placement.png
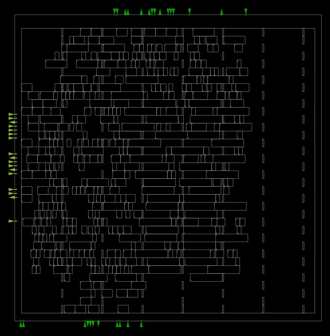
detail.png
Region (28, 49) to (78, 99) µm. Cells in grey, sequential cells in the stronger grey; small squares are vias.
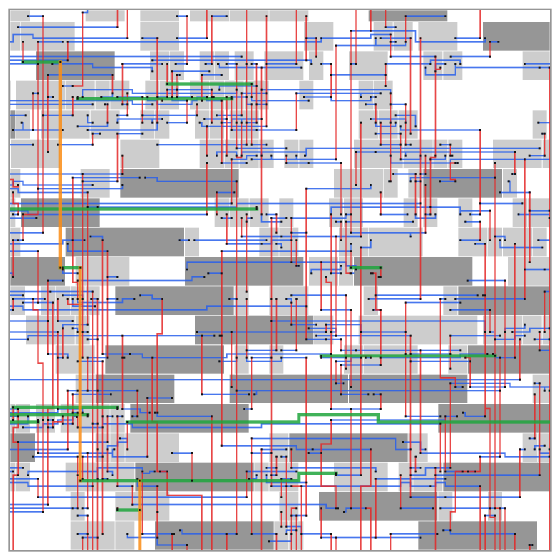
metal_density.png
(4 px per µm) The die is cut into 21 by 21 equal tiles; dark purple is low, yellow is high, scaled to the fullest tile. Values are wire area over tile area, all layers added.
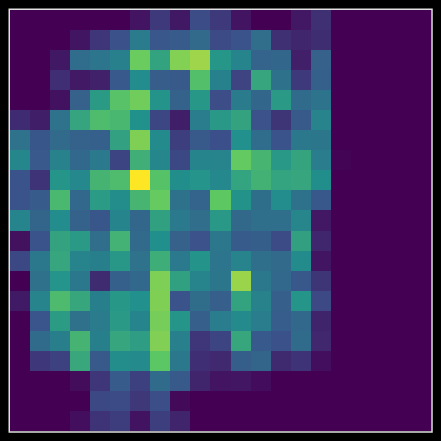
sizes.png
(3 px per µm)
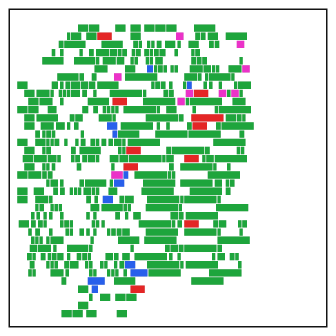
power_grid.png
(4 px per µm) Pins as bars on the die edge.
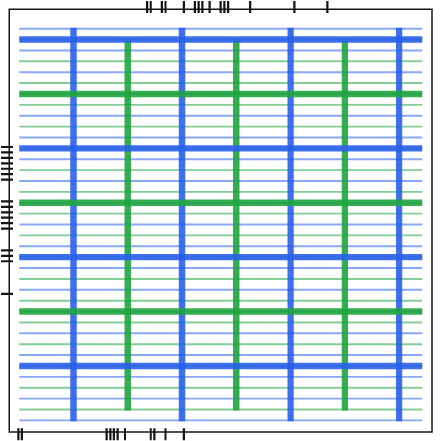
<file path="src/rtl/fetch_pkg.sv">
// rtl/fetch_pkg.sv - shared types and helpers for the instruction fetch sequencer
package fetch_pkg;

  localparam int PC_W_DEF = 10;

  typedef enum logic [1:0] {
    IDLE  = 2'd0,
    ARMED = 2'd1,
    RUN   = 2'd2,
    HALT  = 2'd3
  } fetch_state_t;

  // Callers pass a sign-extended offset and truncate the result to PC width,
  // so the wrap-around falls out of the truncation.
  function automatic logic [31:0] pc_rel(input logic [31:0] pc, input logic [31:0] off);
    return pc + off;
  endfunction

endpackage

</file>
<file path="src/rtl/ret_stack.sv">
// rtl/ret_stack.sv - return-address LIFO; only the pointer is reset, contents are not
module ret_stack #(
  parameter int W     = 10,
  parameter int DEPTH = 4
) (
  input  logic         Clk,
  input  logic         Reset,
  input  logic         clr,
  input  logic         push,
  input  logic         pop,
  input  logic [W-1:0] wdata,
  output logic [W-1:0] rdata,
  output logic         full,
  output logic         empty
);

  localparam int AW = (DEPTH > 1) ? $clog2(DEPTH) : 1;
  localparam int PW = $clog2(DEPTH + 1);

  logic [W-1:0]  mem_q [DEPTH];
  logic [PW-1:0] ptr_q, ptr_d;
  logic [AW-1:0] top_idx;
  logic [AW-1:0] wr_idx;

  assign empty   = (ptr_q == '0);
  assign full    = (ptr_q == PW'(DEPTH));
  assign top_idx = AW'(ptr_q - PW'(1));
  assign wr_idx  = AW'(ptr_q);
  assign rdata   = empty ? '0 : mem_q[top_idx];

  always_comb begin
    ptr_d = ptr_q;
    if (clr)
      ptr_d = '0;
    else if (push && !full)
      ptr_d = ptr_q + PW'(1);
    else if (pop && !empty)
      ptr_d = ptr_q - PW'(1);
  end

  always_ff @(posedge Clk) begin
    if (Reset)
      ptr_q <= '0;
    else
      ptr_q <= ptr_d;
  end

  always_ff @(posedge Clk) begin
    if (!Reset && !clr && push && !full)
      mem_q[wr_idx] <= wdata;
  end

endmodule

</file>
<file path="src/rtl/inst_fetch_seq.sv">
// rtl/inst_fetch_seq.sv - program counter sequencer with branches, call/return and halt
module inst_fetch_seq
  import fetch_pkg::*;
#(
  parameter int                      PC_W      = PC_W_DEF,
  parameter int                      OFF_W     = 8,
  parameter int                      NUM_PROGS = 3,
  parameter logic [NUM_PROGS*PC_W-1:0] PROG_BASE = '0,
  parameter int                      RAS_DEPTH = 4
) (
  input  logic                                              Clk,
  input  logic                                              Reset,
  input  logic                                              Start,
  input  logic [((NUM_PROGS > 1) ? $clog2(NUM_PROGS) : 1)-1:0] ProgSel,
  input  logic                                              Stall,
  input  logic                                              BranchEn,
  input  logic                                              BranchRel,
  input  logic [PC_W-1:0]                                   Target,
  input  logic [OFF_W-1:0]                                  Offset,
  input  logic                                              CallEn,
  input  logic                                              RetEn,
  input  logic                                              HaltReq,
  output logic [PC_W-1:0]                                   ProgCtr,
  output logic                                              Running,
  output logic                                              Done,
  output logic                                              ErrOvf,
  output logic                                              ErrUnf
);

  localparam int PS_W = (NUM_PROGS > 1) ? $clog2(NUM_PROGS) : 1;

  fetch_state_t    state_q, state_d;
  logic [PC_W-1:0] pc_q, pc_d;
  logic            ovf_q, ovf_d;
  logic            unf_q, unf_d;

  logic            stk_push, stk_pop, stk_clr, stk_full, stk_empty;
  logic [PC_W-1:0] stk_rdata;
  logic [PC_W-1:0] pc_inc, pc_off, base_pc;

  assign pc_inc = pc_q + PC_W'(1);
  assign pc_off = PC_W'(pc_rel(32'(pc_q), 32'(signed'(Offset))));

  // Out-of-range selections fall back to entry 0.
  always_comb begin
    base_pc = PROG_BASE[0 +: PC_W];
    for (int i = 1; i < NUM_PROGS; i++) begin
      if (ProgSel == PS_W'(i))
        base_pc = PROG_BASE[i*PC_W +: PC_W];
    end
  end

  always_comb begin
    state_d  = state_q;
    pc_d     = pc_q;
    ovf_d    = ovf_q;
    unf_d    = unf_q;
    stk_push = 1'b0;
    stk_pop  = 1'b0;
    stk_clr  = 1'b0;
    if (Start) begin
      state_d = ARMED;
      pc_d    = base_pc;
      ovf_d   = 1'b0;
      unf_d   = 1'b0;
      stk_clr = 1'b1;
    end else begin
      case (state_q)
        ARMED: state_d = RUN;
        RUN: begin
          if (Stall) begin
            state_d = RUN;
          end else if (HaltReq) begin
            state_d = HALT;
          end else if (RetEn) begin
            if (stk_empty) begin
              unf_d   = 1'b1;
              state_d = HALT;
            end else begin
              stk_pop = 1'b1;
              pc_d    = stk_rdata;
            end
          end else if (CallEn) begin
            if (stk_full) begin
              ovf_d   = 1'b1;
              state_d = HALT;
            end else begin
              stk_push = 1'b1;
              pc_d     = Target;
            end
          end else if (BranchEn) begin
            pc_d = BranchRel ? pc_off : Target;
          end else begin
            pc_d = pc_inc;
          end
        end
        default: state_d = state_q;
      endcase
    end
  end

  always_ff @(posedge Clk) begin
    if (Reset) begin
      state_q <= IDLE;
      pc_q    <= '0;
      ovf_q   <= 1'b0;
      unf_q   <= 1'b0;
    end else begin
      state_q <= state_d;
      pc_q    <= pc_d;
      ovf_q   <= ovf_d;
      unf_q   <= unf_d;
    end
  end

  ret_stack #(
    .W     (PC_W),
    .DEPTH (RAS_DEPTH)
  ) u_ret_stack (
    .Clk   (Clk),
    .Reset (Reset),
    .clr   (stk_clr),
    .push  (stk_push),
    .pop   (stk_pop),
    .wdata (pc_inc),
    .rdata (stk_rdata),
    .full  (stk_full),
    .empty (stk_empty)
  );

  assign ProgCtr = pc_q;
  assign Running = (state_q == RUN);
  assign Done    = (state_q == HALT);
  assign ErrOvf  = ovf_q;
  assign ErrUnf  = unf_q;

endmodule
</file>
<file path="config.mk">
export PLATFORM = sky130hd
export DESIGN_NAME = inst_fetch_seq
export DESIGN_NICKNAME = d
export VERILOG_FILES = /design/src/rtl/fetch_pkg.sv /design/src/rtl/ret_stack.sv /design/src/rtl/inst_fetch_seq.sv
export SDC_FILE = /design/constraint.sdc
export NUM_CORES = 1
export LEC_CHECK = 0
export ABC_AREA = 1
export ABC_CLOCK_PERIOD_IN_PS = 3670
export CAP_MARGIN = 0
export CORE_MARGIN = 2
export CORE_UTILIZATION = 32
export CTS_CLUSTER_SIZE = 14
export DETAILED_ROUTE_END_ITERATION = 10
export SYNTH_ARGS = -nofsm -noshare
export SYNTH_HDL_FRONTEND = slang
export SYNTH_SLANG_ARGS = --single-unit
export TNS_END_PERCENT = 100
</file>
<file path="constraint.sdc">
create_clock -name Clk -period 3.67 [get_ports Clk]
set_clock_uncertainty 0.15 [all_clocks]
set_input_delay 0.734 -clock Clk [delete_from_list [all_inputs] [get_ports Clk]]
set_output_delay 0.734 -clock Clk [all_outputs]
set_load 0.02 [all_outputs]
</file>
==> changes_impl.md <==
### Implementation results

* Global-route congestion overflow total at 0
* Worst-path clk slew at 0.06 ns
* Synth Warn # at 0
* Clock group power at 550 µW
* Fp_density at 0.333
* Combinational Gates at 278
* Sequential power share at 0.511
* Final instance area at 4040 µm²
* Final ANT Viol Nets at 0
* PnR worst setup slack at 0.575 ns
* Logic gate share of total power at 0.078
* Clock network power share at 0.411
* CP startpoint kind: primary input
* Clock buf/inv share at 0.0437
* Crit Path Class: in2reg
* Max layer used: met4
* Flop share of the area at 0.382
* Setup Fix Bufs, Post-CTS at 0
* Outcome: finished, final reports clean
* Yosys chip area at 3280 µm²
* Placed Cells at 554
* Final core occ at 0.409
* Vias in the first global route at 2580
* Invs w/o clock at 38
* Final min period at 3.10 ns
* DP Worst Slack at 0.289 ns
* Buffer share of cell area at 0.114
* I/O Pins at 43
* CTS buffer count at 9
* Final setup viols at 0
* Synth mux share at 0
* Worst-path fanout max at 13
* Routing usage on met3 at 0.0241
* Final WL at 8.12 mm
* Avg WL per Cell at 14.3 µm
* Met3 WL at 304 µm
* Critical Path End Type: register
* First-pass GRT wire length at 13.2 mm
* Setup TNS at 0 ns
* Logic area at 1550 µm²
* Pwr per Cell Area at 332 nW/µm²
* Buf/Inv on CP at 4
* Cts-stage hold buffer count at 0
* Worst min-delay path class: reg2reg
* Dominant flop cell: edfxtp_1
* Busiest grt layer: met2
* Rel. slew slack at 0.428
* WL met2 at 3.74 mm
* Peak supply drop at 0.153 mV
* Die Ht at 105 µm
* P_seq at 684 µW
* Number of flops mapped to enable cells by yosys at 40
* CTS resizes at 0
* Dominant comb cell: simple AND/OR/NAND/NOR gates
* Simple-Gate Area Share at 0.207
* Initial antenna violation count at 0
* Worst path slowest cell: nor2_1
* Post-Route M1 WL at 3.95 mm
* Ys async rst share at 0
* Non-clk bufs at 48
* Post-synth top cells: nand2_1 (89), edfxtp_1 (40), a21oi_1 (37), nor2_1 (37), inv_1 (36)
* Global-route track usage on met1 at 0.209
* Worst path top cell family by delay: simple AND/OR/NAND/NOR gates
* Chip Area at 11100 µm²
* Total power at 1.34 mW
* Largest net degree at the start of global routing at 26
* Mapped Cells at 384
* Mapped cell area at 3280 µm²
* Sink Count at 57
* Ratio of cells with drive above 1 in the final layout at 0.0688
* Comb/total area at 0.384
* Top cells, area: edfxtp_1 (37%), dfxtp_1 (10%), nand2_1 (10%), ha_1 (6.9%), a21oi_1 (5.6%)
* Post-synth net total at 432
* Net Sw Power at 302 µW
* Seq_cells at 57
* Largest cell class: combinational gates
* Tot GR Track Use at 0.153
* DRC violations left at 0
* Row Count at 36
* Cell breakdown of the critical path: clkdlybuf4s50_1, nor2_1, nand3_1, nand3_1, nor2_1, buf_4, inv_1, a21oi_1, a31o_1, inv_1
* Leakage at 1.64 nW
* Yosys aoi share at 0.156
* Switching part of the total power at 0.225
* Fmax at 0.323 GHz
* First-pass DRT Iterations at 4
* Core area at 9860 µm²
* FA/HA/MAJ Cells, Area Fraction at 0.0747
* Vias at 2735
* Synth-to-layout area growth at 22.9%
* Synth cell types at 35
* FF+latch count, synth at 57
* Hold Worst Slack at 0.306 ns
* Worst Path Arrival at 3.23 ns
* Worst slew pin tran at 0.854 ns
* Combinational group power at 105 µW
* XORs/XNORs by Area at 0.0339
* Ant. Diodes at 0
* Clock Path Buffers at 2
* Die X at 105 µm
* FF+latch area at 1540 µm²
* H-tree Lvls at 3
* Max stage delay on crit path at 0.72 ns
* Synth Seq Share at 0.469
* Area leader, netlist: edfxtp_1
## Picture notes: placement.png
fillers: 968
Tapcell Cnt: 133

## Picture notes: detail.png
blue -> metal 1
orange -> metal 4
red -> metal 2
green -> metal 3
netlist names of flops here include = u_ret_stack.mem_q (19), ProgCtr (3), u_ret_stack.ptr_q (2)
most frequent = nand2_1 (24), inv_1 (20), edfxtp_1 (19)
cells with their middle in the window = 163
sequential cells in the window = 25

## Picture notes: metal_density.png
densest ninth of the die = middle
emptiest ninth of the die = bottom right
fullest tile = 0.47
nearly empty tiles = 35%
tiles over half the peak = 17%

## Picture notes: sizes.png
blue -> _2 cells  # cells 11, share 2.5%
magenta -> _3 and _4 cells  # cells 9, share 2.1%, most used buf_4
green -> _0 and _1 cells  # cells 406, share 93%, most used nand2_1
red -> _6 and larger  # cells 10, share 2.3%, most used clkbuf_8

## Picture notes: power_grid.png
green -> VDD
blue -> VSS
signal pins = 43
rows = 36
met1 rails = 37

==> flip-flops by register name, summed over array words and instances (netlist names) <==
name,count
state_q,2
u_ret_stack.mem_q,40
ProgCtr,10
u_ret_stack.ptr_q,3
ErrUnf,1
ErrOvf,1
==> final timing paths <==
path / startpoint / to / slack, ns / depth (start not counted)
max: RetEn / ProgCtr[2]$_SDFFE_PP0P_ / 0.57 / 10
min: ErrUnf$_SDFFE_PP0P_ / ErrUnf$_SDFFE_PP0P_ / 0.31 / 2
max reg2reg: u_ret_stack.ptr_q[1]$_SDFFE_PP0P_ / ProgCtr[9]$_SDFFE_PP0P_ / 1.22 / 8
min reg2reg: ErrUnf$_SDFFE_PP0P_ / ErrUnf$_SDFFE_PP0P_ / 0.31 / 2
Power and IR drop assume default switching activity.
